**src/rtl/pdp8_dma_arb.sv**
```systemverilog
// Data-break arbiter: shares the single three-cycle memory port between two
// DMA requesters (RF08 disk and a second break device), with a no-response timeout.
//
// state  | meaning
// IDLE   | sampling requests, nothing outstanding
// GRANT0 | memory cycle in flight for requester 0
// GRANT1 | memory cycle in flight for requester 1
// DONE   | one-cycle completion window, requests not sampled
module pdp8_dma_arb #(
   parameter int ROUND_ROBIN = 1,
   parameter int TIMEOUT     = 255
) (
   input  logic        clk,
   input  logic        reset,
   input  logic        r0_read_req,
   input  logic        r0_write_req,
   input  logic [14:0] r0_ma,
   input  logic [11:0] r0_out,
   output logic [11:0] r0_in,
   output logic        r0_done,
   output logic        r0_err,
   input  logic        r1_read_req,
   input  logic        r1_write_req,
   input  logic [14:0] r1_ma,
   input  logic [11:0] r1_out,
   output logic [11:0] r1_in,
   output logic        r1_done,
   output logic        r1_err,
   output logic        ram_read_req,
   output logic        ram_write_req,
   output logic [14:0] ram_ma,
   output logic [11:0] ram_out,
   input  logic [11:0] ram_in,
   input  logic        ram_done,
   output logic        busy
);

   typedef enum logic [1:0] {IDLE, GRANT0, GRANT1, DONE} state_t;

   localparam bit         RR_EN   = (ROUND_ROBIN != 0);
   localparam bit         TO_EN   = (TIMEOUT != 0);
   localparam logic [7:0] TO_LAST = 8'(TIMEOUT - 1);

   state_t      state_q, state_d;
   logic        ptr_q, ptr_d;
   logic [7:0]  cnt_q, cnt_d;
   logic        rd_q, rd_d, wr_q, wr_d;
   logic [14:0] ma_q, ma_d;
   logic [11:0] out_q, out_d;
   logic [11:0] r0_in_q, r0_in_d, r1_in_q, r1_in_d;
   logic        r0_done_q, r0_done_d, r0_err_q, r0_err_d;
   logic        r1_done_q, r1_done_d, r1_err_q, r1_err_d;
   logic        busy_q, busy_d;
   logic        req0, req1, sel1;

   assign req0 = r0_read_req | r0_write_req;
   assign req1 = r1_read_req | r1_write_req;
   assign sel1 = (state_q == GRANT1);

   always_comb begin
      state_d   = state_q;
      ptr_d     = ptr_q;
      cnt_d     = cnt_q;
      rd_d      = rd_q;
      wr_d      = wr_q;
      ma_d      = ma_q;
      out_d     = out_q;
      r0_in_d   = r0_in_q;
      r1_in_d   = r1_in_q;
      r0_done_d = r0_done_q;
      r0_err_d  = r0_err_q;
      r1_done_d = r1_done_q;
      r1_err_d  = r1_err_q;

      case (state_q)
         IDLE: begin
            if (req0 && (!req1 || !RR_EN || !ptr_q)) begin
               ma_d    = r0_ma;
               out_d   = r0_out;
               wr_d    = r0_write_req;
               rd_d    = ~r0_write_req;
               cnt_d   = 8'd0;
               state_d = GRANT0;
            end else if (req1) begin
               ma_d    = r1_ma;
               out_d   = r1_out;
               wr_d    = r1_write_req;
               rd_d    = ~r1_write_req;
               cnt_d   = 8'd0;
               state_d = GRANT1;
            end
         end
         GRANT0, GRANT1: begin
            if (ram_done) begin
               rd_d  = 1'b0;
               wr_d  = 1'b0;
               ptr_d = ~sel1;
               if (sel1) begin
                  r1_done_d = 1'b1;
                  r1_err_d  = 1'b0;
                  if (rd_q) r1_in_d = ram_in;
               end else begin
                  r0_done_d = 1'b1;
                  r0_err_d  = 1'b0;
                  if (rd_q) r0_in_d = ram_in;
               end
               state_d = DONE;
            end else if (TO_EN && cnt_q == TO_LAST) begin
               // memory never answered: abort and report the failure to the owner
               rd_d  = 1'b0;
               wr_d  = 1'b0;
               ptr_d = ~sel1;
               if (sel1) begin
                  r1_done_d = 1'b1;
                  r1_err_d  = 1'b1;
                  r1_in_d   = 12'd0;
               end else begin
                  r0_done_d = 1'b1;
                  r0_err_d  = 1'b1;
                  r0_in_d   = 12'd0;
               end
               state_d = DONE;
            end else begin
               cnt_d = cnt_q + 8'd1;
            end
         end
         DONE: begin
            r0_done_d = 1'b0;
            r0_err_d  = 1'b0;
            r1_done_d = 1'b0;
            r1_err_d  = 1'b0;
            state_d   = IDLE;
         end
         default: state_d = IDLE;
      endcase

      busy_d = (state_d != IDLE);
   end

   always_ff @(posedge clk or posedge reset) begin
      if (reset) begin
         state_q   <= IDLE;
         ptr_q     <= 1'b0;
         cnt_q     <= 8'd0;
         rd_q      <= 1'b0;
         wr_q      <= 1'b0;
         ma_q      <= 15'd0;
         out_q     <= 12'd0;
         r0_in_q   <= 12'd0;
         r1_in_q   <= 12'd0;
         r0_done_q <= 1'b0;
         r0_err_q  <= 1'b0;
         r1_done_q <= 1'b0;
         r1_err_q  <= 1'b0;
         busy_q    <= 1'b0;
      end else begin
         state_q   <= state_d;
         ptr_q     <= ptr_d;
         cnt_q     <= cnt_d;
         rd_q      <= rd_d;
         wr_q      <= wr_d;
         ma_q      <= ma_d;
         out_q     <= out_d;
         r0_in_q   <= r0_in_d;
         r1_in_q   <= r1_in_d;
         r0_done_q <= r0_done_d;
         r0_err_q  <= r0_err_d;
         r1_done_q <= r1_done_d;
         r1_err_q  <= r1_err_d;
         busy_q    <= busy_d;
      end
   end

   assign ram_read_req  = rd_q;
   assign ram_write_req = wr_q;
   assign ram_ma        = ma_q;
   assign ram_out       = out_q;
   assign r0_in         = r0_in_q;
   assign r1_in         = r1_in_q;
   assign r0_done       = r0_done_q;
   assign r0_err        = r0_err_q;
   assign r1_done       = r1_done_q;
   assign r1_err        = r1_err_q;
   assign busy          = busy_q;

endmodule
```
**config.mk**
```make
export PLATFORM = sky130hd
export DESIGN_NAME = pdp8_dma_arb
export DESIGN_NICKNAME = d
export VERILOG_FILES = /design/src/rtl/pdp8_dma_arb.sv
export SDC_FILE = /design/constraint.sdc
export NUM_CORES = 1
export LEC_CHECK = 0
export ABC_CLOCK_PERIOD_IN_PS = 4000
export CELL_PAD_IN_SITES_DETAIL_PLACEMENT = 1
export CELL_PAD_IN_SITES_GLOBAL_PLACEMENT = 1
export CORE_MARGIN = 2
export CORE_UTILIZATION = 35
export CTS_CLUSTER_SIZE = 25
export DETAILED_ROUTE_END_ITERATION = 10
export PLACE_DENSITY_LB_ADDON = 0.1
export SETUP_SLACK_MARGIN = 0.15
export SLEW_MARGIN = 25
export SYNTH_ARGS = -nofsm -noshare
export SYNTH_HDL_FRONTEND = slang
export SYNTH_SLANG_ARGS = --single-unit
```
**constraint.sdc**
```tcl
create_clock -name clk -period 4 [get_ports clk]
set_input_delay 0.6 -clock clk [delete_from_list [all_inputs] [get_ports clk]]
set_output_delay 0.6 -clock clk [all_outputs]
set_load 0.005 [all_outputs]
```
==> out/metrics.cfg, run 1 <==
[placed_design]
globalplace.congestion=0.806
dp_slack_ns=1.20
portBuffers=130

[setup_path]
crit_path_end_kind=flop
startpoint_type=flop
critPathRequiredTime_ns=4.23
crit_family=simple AND/OR/NAND/NOR gates
r2r-start=state_q[0]
max_stage_delay_ns=0.60
cp-startpoint=state_q[0]
crit_fanout=17
cp.arrival_ns=2.65
crit_path_end=cnt_q[1]

[final_layout]
diodes=0
ff_count=69
final-seq-area_sq_um=1730
largest_reg_flops=15
mi_logic_area_sq_um=1370
inv_count=7
buffer_area_share_pct=27.8
buffers=133
drive_above_1_share_pct=7.86
clock_tree_area_fraction_pct=4.32

[worst_hold_path]
hold_class=flop to flop

[die]
well_tap_count=108
initCoreUtil_pct=36.5
die_y_microns=99.8
fp-row-count=34
fp.dieW_microns=99.8

[timing]
setup_ws_ns=1.58
setup_viol=0
maxSlewViolCount=0
relSlewSlack_pct=43.1
max_freq_mhz=414
worst_slew_pin_slew_ns=0.854
tns_ns=0
rsz0062_at_grt=false
period_minus_slack_ns=2.42
hold_violations=0

[global_route]
grt.overflow.total=0
grt_pass1_vias=2936
grt_use_total_pct=18.5
antenna_found_initial=0

[routing]
first_iter_violations=66
drc_errors=0
detail-route-antenna-nets=0

[yosys]
mux_share_pct=10.3
simple_gate_share_pct=10.4
topCombFamilyByArea=AND-OR/OR-AND gates
largest_area_cell=dfrtp_1
ys_sh_xor_pct=0
synthTopCellsByArea=dfrtp_1, mux2i_1, a22o_1
yosysCellCount=287
top_area_share_pct=53.8
fa_ha_area_share_pct=2.73
edf_count=0
synth.distinct_cells=45

[clock_tree]
cts_sinks=69
cts_resized=0
clock_path_buffers=2

[status]
status=finished, final reports clean

[flow_run]
drv_cap=0

run 1: cells by family (layout without fill, tap and decap cells):
kind of cell,Yosys count,after routing
buffers and inverters,23,156
flip-flops,69,69
multiplexers,32,32
AND/OR/NAND/NOR,68,68
adder cells (fa/ha/maj),7,7
AND-OR/OR-AND,88,88
run 1: stage by stage:
step | total power, mW | instance area (sq um) | util (%) | instances | hold WS (ns)
floorplan | 2.03 | 3210 | - | 287 | 0.472
global placement | 2.81 | 4580 | 52.0 | 511 | 0.460
detailed placement | 2.86 | 4580 | 52.0 | 511 | 0.470
CTS | 3.47 | 4780 | 54.3 | 527 | 0.487
global route | 3.70 | 4800 | 54.6 | 528 | 0.518
finish | 3.42 | 4800 | 54.6 | 528 | 0.482
run 1: power breakdown:
part / leakage [nW] / switching (mW) / internal (mW)
clock: 0.0955 / 0.278 / 0.309
combinational: 1.12 / 0.708 / 0.913
sequential: 0.862 / 0.202 / 1.01
run 1: metal layers:
| metal | share of wire [%] | global-route usage [%] | vias up | wire length, microns |
|---|---|---|---|---|
| li1 | - | - | 1293 | - |
| met1 | 43 | 23.4 | 1335 | 3810 |
| met2 | 48 | 29.8 | 95 | 4220 |
| met3 | 8.2 | 6.20 | 9 | 725 |
| met4 | 1.0 | 6.53 | 0 | 89 |
| met5 | 0 | 0 | - | 0 |
run 1: Yosys cell counts (3+ instances only):
master and number:
mux2i_1 27, a22o_1 25, a21oi_1 7, a31oi_1 7, nor2b_1 3, dfrtp_1 69, nand2b_1 3, nand3_1 4
inv_1 7, mux2_2 4, ha_1 7, o21ai_0 30, nor2_1 6, clkbuf_1 4, o21ai_1 4, nand2_1 37
buf_2 7
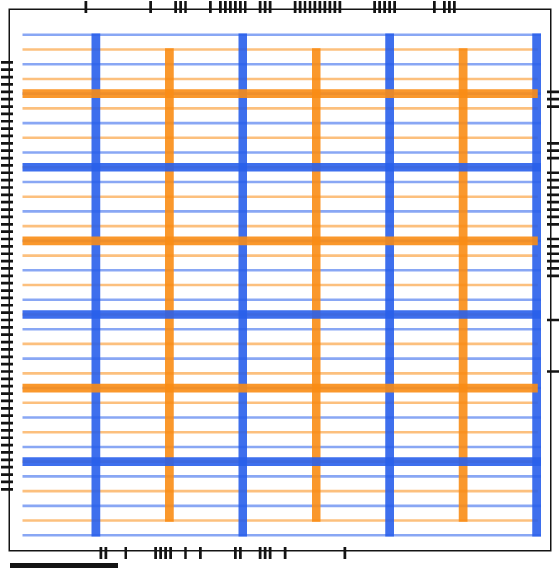
Figure 1: run 1, PDN straps and rails.
Scale bar: 20 microns. Pins as bars on the die edge.
- VSS: blue
- VDD: orange
- signal pins: 131
- met1 rails: 35
- met4 straps: 7
- met5 straps: 6

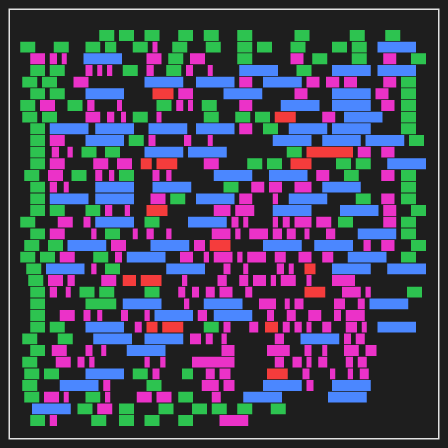
Figure 2: run 1, cells coloured by class.
- flops: blue (cells 69; share of their area 37%)
- other buffers and delay cells: green (cells 133; share of their area 29%)
- combinational and other logic: magenta (cells 202; share of their area 30%)
- clock drivers and dummy loads: red (cells 16; share of their area 4.4%)

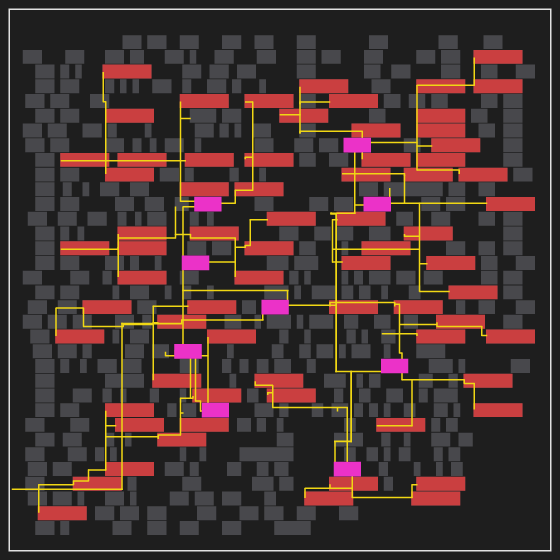
Figure 3: run 1, clock network drawn from the DEF.
- flip-flops: red (count 69)
- clock wires: yellow (length 880 microns)
- clock drivers: magenta (count 9)
- routed clock nets: 10
- flops lie: all over the die

Figure 4. Metal layers overlaid (run 1).
Scale bar: 20 microns.
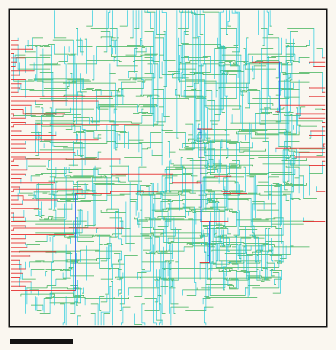

==> run 2: changes to the inputs <==
Settings changed: ABC_CLOCK_PERIOD_IN_PS 4000 to 2300, CORE_UTILIZATION 35 to 32.
Clock period 4 ns to 2.3 ns, I/O delays scaled along.
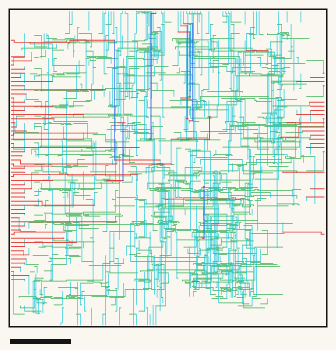
Figure 5: run 2, metal layers overlaid.
Scale bar: 20 microns.
- metal 4: blue (wire length 209 microns)
- metal 2: cyan (wire length 4240 microns)
- metal 3: red (wire length 839 microns)
- metal 1: green (wire length 3770 microns)

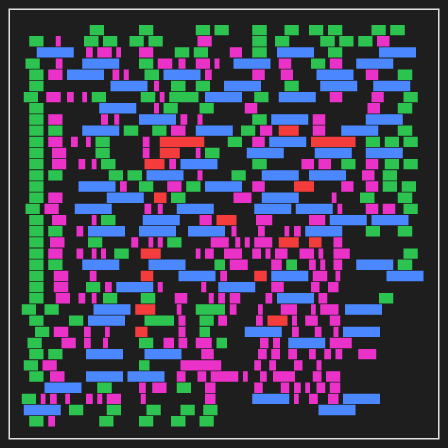
Figure 6: run 2, cells coloured by class.
- other buffers and delay cells: green (cells 138; share of their area 29%)
- flops: blue (cells 69; share of their area 36%)
- combinational and other logic: magenta (cells 202; share of their area 29%)
- clock drivers and dummy loads: red (cells 16; share of their area 4.8%)

==> run 2 against run 1 <==
Against the previous run: combinational power up 81%; area after synthesis unchanged; setup slack worse by 1.3 ns; synthesized cell count unchanged; cell count up 5.7%; core utilization down 4.2 points; clock-buffer cell count down 1; maximum frequency up 21%; non-clock buffer count up 5.
==> out/metrics.cfg, run 2 <==
[status]
status=finished, final reports clean

[timing]
hold_violations=0  ; unchanged
period_minus_slack_ns=2.00  ; -0.422 ns
maxSlewViolCount=0  ; unchanged
setup_viol=0  ; unchanged
worst_slew_pin_slew_ns=0.529  ; -0.325 ns
fin_worst_skew_ns=0.0128
tns_ns=0  ; unchanged
whs_ns=0.380  ; -0.102 ns
rsz0062_at_grt=false
setup_ws_ns=0.303  ; -1.28 ns
max_freq_mhz=501  ; +21%
relSlewSlack_pct=64.7  ; +22 points
finalClockPeriodUsage_pct=86.8

[yosys]
synth-compound-area-share_pct=19.1
synth_nets=367
ys_sh_xor_pct=0  ; unchanged
yosysWarnings=0
edf_count=0  ; unchanged
async_flop_share_pct=100
most_common_cell=dfrtp_1
ys_seq_share_pct=53.8
top_cells_by_count=dfrtp_1, nand2_1, o21ai_0
synth.distinct_cells=45  ; unchanged
synth-main-ff-cell=dfrtp_1
topCombFamilyByArea=AND-OR/OR-AND gates
simple_gate_share_pct=10.4  ; unchanged
fa_ha_area_share_pct=2.73  ; unchanged
mux_share_pct=10.3  ; unchanged
top_area_share_pct=53.8  ; unchanged
yosysCellCount=287  ; unchanged
synthTopCellsByArea=dfrtp_1, mux2i_1, a22o_1
largest_area_cell=dfrtp_1

[global_route]
gr-max-usage-layer=met2
antenna_found_initial=0  ; unchanged
grt_use_total_pct=17.3  ; -1.2 points
use_met1_pct=20.7  ; -2.6 points
groute.layer.met2.usage_pct=27.3  ; -2.5 points
use_met3_pct=7.21  ; +1.0 points
grt_pass1_vias=2841  ; -3.2%
grt.overflow.total=0  ; unchanged

[routing]
first_iter_violations=52  ; -21%
routed_wl_mm=9.05
detail-route-antenna-nets=0  ; unchanged
drc_errors=0  ; unchanged
vias=2749
via_per_inst=4.93

[clock_tree]
cts-root-buf=clkbuf_8
cts_sinks=69  ; unchanged
clock_path_buffers=2  ; unchanged
cts_max_level=3
cts_buffers=9
path_clk_slew_ns=0.09
cts_resized=0  ; unchanged

[final_layout]
diodes=0  ; unchanged
area.growth.synth_to_final_pct=53.2
largest_reg_flops=15  ; unchanged
final_cell_area_sq_um=4920  ; +2.4%
lay_top_cells=clkdlybuf4s50_1, dfrtp_1, nand2_1
mostFrequentLayoutCell=clkdlybuf4s50_1
drive_above_1_share_pct=8.94  ; +1.1 points

[setup_path]
startpoint_type=flop
crit_fanout=13  ; -4
critPathRequiredTime_ns=2.52  ; -1.71 ns
ff2ff_setup_slack_ns=0.30
reg2reg_depth=6
r2r-end=cnt_q[1]
cp.arrival_ns=2.22  ; -0.43 ns
crit_path_end_kind=flop
r2r-start=cnt_q[0]

[die]
fp.dieW_microns=104  ; +4.4%
io_pins=131
core_sq_um=9770
die_y_microns=104  ; +4.4%
fp-row-count=36  ; +5.9%
initCoreUtil_pct=32.8  ; -3.6 points
chipArea_sq_um=10900

[power_and_ir_drop]
p_clk_share_pct=18.3  ; +1.2 points
fin_total_pwr_mw=6.19  ; +81%
pwr.group.combinational_mw=2.94  ; +81%
irDropWorstVdd_v=0.000455
p_int_mw=4.05  ; +81%
p_seq_share_pct=34.2  ; -1.3 points
p_clk_mw=1.13  ; +93%
power-top-group=combinational logic
pg_seq_mw=2.12  ; +75%
power_switching_share_pct=34.7  ; -0.046 points
p_switching_mw=2.15  ; +81%
p_comb_share_pct=47.6  ; +0.2 points

[placed_design]
dp_hpwl_mm=6.61
portBuffers=130  ; unchanged
globalplace.congestion=0.823  ; +2.1%
placedInstanceArea_sq_um=4690  ; +2.5%
dp_slack_ns=0.219  ; -0.986 ns

[flow_run]
drv_cap=0  ; unchanged

[worst_hold_path]
hold_class=primary input to async pin

==> run 2: netlist changes by cell type in the layout (fill, tap and decap cells not counted) <==
cell,delta
buf_4,+3
clkbuf_8,-1
bufinv_16,+1
inv_6,+1
buf_12,+2
clkinvlp_4,-3
clkinv_4,+2
==> run 2: final cells by class <==
cell class | count | area [sq um]
Tap cell | 133 | 166
Inverter | 7 | 26.3
Clock buffer | 9 | 124
Sequential cell | 69 | 1730
Multi-Input combinational cell | 195 | 1370
Clock inverter | 7 | 104
Timing Repair Buffer | 138 | 1400
Fill cell | 1090 | 4860
==> run 2: cell families (layout without fill, tap and decap cells) <==
group | count (synthesis) | count (layout)
and+or+nand+nor | 68 | 68
buffers and inverters | 23 | 161
DFF | 69 | 69
AOI/OAI and AO/OA | 88 | 88
muxes | 32 | 32
adders and majority gates | 7 | 7
==> run 2: worst max path at each step <==
stage	from	end	cells after the start	slack [ns]
after floorplan	reset	async pin	1	0.22
after global placement	ram_done	cnt_q[1]	5	0.29
after detailed placement	ram_done	cnt_q[1]	5	0.22
after CTS	cnt_q[0]	r0_in[3]	6	0.29
after global routing	cnt_q[0]	r0_in[10]	6	0.16
final	cnt_q[0]	cnt_q[1]	6	0.30
==> run 2: through the flow <==
step | std cells | util [%]
2_1_floorplan | 287 | -
3_3_place_gp | 542 | 48.0
3_5_place_dp | 542 | 48.0
4_1_cts | 558 | 50.3
5_1_grt | 558 | 50.3
6_report | 558 | 50.3
==> run 2: critical path: stages (launching register included) <==
cell and delay (ns):
dfrtp_1 0.42, inv_1 0.11, ha_1 0.18, nand4_1 0.15
o211a_1 0.42, o21a_4 0.32, mux2_4 0.30
==> run 2: per-layer routing <==
layer | wire, microns | up-vias
met4 | 208 | 0
met2 | 4240 | 102
met1 | 3770 | 1323
met5 | 0 | -
li1 | - | 1307
met3 | 839 | 17
Figure 7. Clock network drawn from the DEF (run 2).
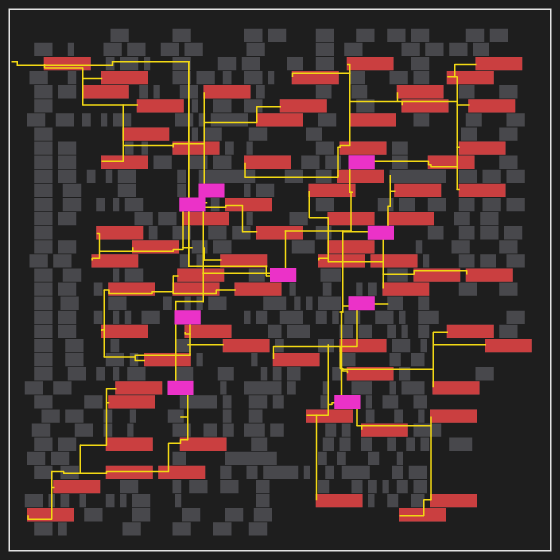

==> run 3: changes to the inputs <==
Settings changed: CORE_MARGIN 2 to not set, MAX_ROUTING_LAYER set to met4.
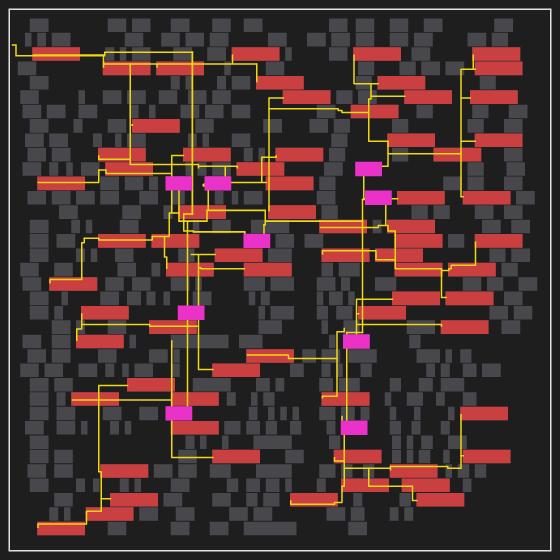
Figure 8: run 3, clock network drawn from the DEF.
- clock wires: yellow (length 970 microns)
- clock drivers: magenta (count 9)
- flip-flops: red (count 69)
- routed clock nets: 10

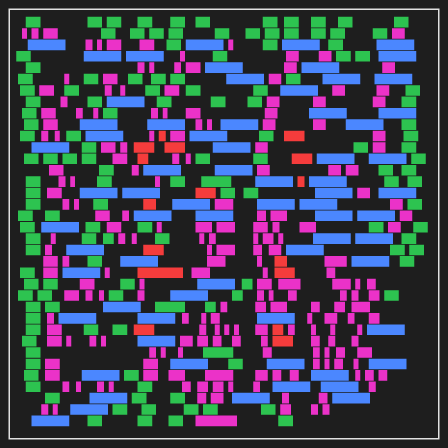
Figure 9: run 3, cells coloured by class.
- other buffers and delay cells: green (cells 137; share of their area 30%)
- clock drivers and dummy loads: red (cells 16; share of their area 4.2%)
- flops: blue (cells 69; share of their area 37%)
- combinational and other logic: magenta (cells 202; share of their area 30%)

==> run 3 against run 2 <==
Against the previous run: area after synthesis stayed put; clock power is about 10% lower; cell area is 0.79% lower; synthesized cell count stayed put; non-clock buffer count is 1 lower; sequential share of layout area is 0.28 points higher.
==> out/metrics.cfg, run 3 <==
[status]
status=finished, final reports clean

[setup_path]
startpoint_type=flop
crit_path_end_kind=flop
cp-startpoint=cnt_q[0]
cp.arrival_ns=2.25  ; +0.03 ns
r2r-start=cnt_q[0]
crit_fanout=12  ; -1
r2r-end=r0_in[1]
ff2ff_setup_slack_ns=0.28  ; -0.02 ns
reg2reg_depth=6  ; unchanged
crit_path_end=r0_in[1]
criticalPathCategory=flop to flop
critPathRequiredTime_ns=2.52  ; about the same

[timing]
max_freq_mhz=495  ; -1.2%
period_minus_slack_ns=2.02  ; +0.0242 ns
setup_viol=0  ; unchanged
tns_ns=0  ; unchanged
hold_violations=0  ; unchanged
finalClockPeriodUsage_pct=87.9  ; +1.1 points
rsz0062_at_grt=false
maxSlewViolCount=0  ; unchanged
worst_slew_pin_slew_ns=0.533  ; +0.00378 ns
relSlewSlack_pct=64.5  ; -0.25 points
fin_worst_skew_ns=0.0127  ; -0.0000845 ns
setup_ws_ns=0.279  ; -0.0242 ns

[final_layout]
mostFrequentLayoutCell=clkdlybuf4s50_1
fill_cells=1086  ; -0.37%
diodes=0  ; unchanged
fin_cells=557  ; -0.18%
largest_reg_flops=15  ; unchanged
drive_above_1_share_pct=8.96  ; +0.021 points
area.growth.synth_to_final_pct=52.0
layout.nets=499
lay_top_cells=clkdlybuf4s50_1, dfrtp_1, nand2_1

[global_route]
grt_pass1_vias=2863  ; +0.77%
antenna_found_initial=0  ; unchanged
grt_max_degree=55
grt_use_total_pct=18.4  ; +1.1 points
grt_pass1_wl_mm=14.2
grt.overflow.total=0  ; unchanged

[flow_run]
warnings=31
drv_cap=0  ; unchanged

[clock_tree]
clock_path_buffers=2  ; unchanged
post_cts_buffers=0
cts-root-buf=clkbuf_8
cts_buffers=9  ; unchanged
cts_max_level=3  ; unchanged
cts_sinks=69  ; unchanged
worstSkewPairLatency_ns=0.34
path_clk_slew_ns=0.09  ; about the same
cts_tree=built

[power_and_ir_drop]
irDropWorstVdd_v=0.000525  ; +15%
p_leak_nw=2.10
pwr_density_cell_nw_per_um2=1230

[die]
fp.dieW_microns=102  ; -1.9%
chipArea_sq_um=10400  ; -3.8%
die_y_microns=102  ; -1.9%
io_pins=131  ; unchanged
core_sq_um=9730  ; -0.46%
fp-row-count=36  ; unchanged
initCoreUtil_pct=33.0  ; +0.15 points

[placed_design]
dp.cells=541  ; -0.18%
dp_hpwl_mm=6.46  ; -2.2%
portBuffers=130  ; unchanged
dp_slack_ns=0.140  ; -0.0796 ns
globalplace.congestion=0.771  ; -6.3%

[yosys]
top_area_share_pct=53.8  ; unchanged
mux_share_pct=10.3  ; unchanged
netlist_area_sq_um=3210
largest_area_cell=dfrtp_1
synth.distinct_cells=45  ; unchanged
yosysWarnings=0  ; unchanged
async_flop_share_pct=100  ; unchanged
synth-main-ff-cell=dfrtp_1
avgSynthCellArea_sq_um=11.2
ys_ff=69
ys_area_sq_um=3210
topCombFamilyByArea=AND-OR/OR-AND gates
synthCells=287
ys_seq_share_pct=53.8  ; unchanged
synth_nets=367  ; unchanged
top_cells_by_count=dfrtp_1, nand2_1, o21ai_0
synthTopCellsByArea=dfrtp_1, mux2i_1, a22o_1
fa_ha_area_share_pct=2.73  ; unchanged
most_common_cell=dfrtp_1
ys_sh_xor_pct=0  ; unchanged
yosysCellCount=287  ; unchanged
synth-compound-area-share_pct=19.1  ; unchanged
edf_count=0  ; unchanged
simple_gate_share_pct=10.4  ; unchanged

[routing]
via_per_inst=4.88  ; -0.91%
dr.pass1.iters=4
first_iter_violations=84  ; +62%
routed_wl_mm=8.87  ; -2.1%
vias=2719  ; -1.1%
drc_errors=0  ; unchanged
wl_per_cell_microns=15.9
detail-route-antenna-nets=0  ; unchanged

[worst_hold_path]
hold_class=primary input to async pin

[run 3: cell counts after synthesis]
Identical to the previous run, type by type.
[run 3: kinds of logic (layout without fill, tap and decap cells)]
family,Yosys count,after routing
AND-OR/OR-AND,88,88
adder cells (fa/ha/maj),7,7
buffers and inverters,23,160
flip-flops,69,69
multiplexers,32,32
AND/OR/NAND/NOR,68,68
[run 3: layout make-up]
cell class | instances | area [sq um] | area share (%)
Clock inverter | 7 | 72.6 | 1.49
Timing Repair Buffer | 137 | 1390 | 28.5
Tap cell | 133 | 166 | 3.41
Clock buffer | 9 | 124 | 2.54
Multi-Input combinational cell | 195 | 1370 | 28.1
Inverter | 7 | 26.3 | 0.538
Sequential cell | 69 | 1730 | 35.4
[run 3: per-stage QoR]
stage	cell area (sq um)	power, mW	hold slack [ns]	util [%]
6_report	4880	6.01	0.305	50.2
5_1_grt	4880	6.49	0.332	50.2
4_1_cts	4880	6.11	0.313	50.2
3_5_place_dp	4680	5.08	0.473	48.1
3_3_place_gp	4680	4.99	0.461	48.1
2_1_floorplan	3210	3.53	0.472	-
[run 3: critical path, cell delays in order (launching register included)]
cell and delay (ns):
dfrtp_1 0.42, inv_1 0.10, ha_1 0.19, nand4_1 0.16, o31ai_1 0.34, nand2_1 0.40
a22o_1 0.30
[run 3: timing repair]
item / CTS / global route
gates resized: 0 / 1
setup endpoints to repair: 0 / 1
hold buffers: 0 / 0
[run 3: report_power, final]
group	internal, mW	switching, mW
Combinational	1.64	1.25
Clock	0.505	0.494
Sequential	1.76	0.358
Total	3.91	2.10
[run 3: metal layers]
| metal | global-route usage, % | share of wire (%) |
|---|---|---|
| met1 | 24.5 | 47 |
| met2 | 27.6 | 46 |
| met3 | 4.17 | 5.8 |
| met4 | 6.26 | 1.0 |
| met5 | - | 0 |
No activity file was given, so power comes from the tool's default toggle rates.
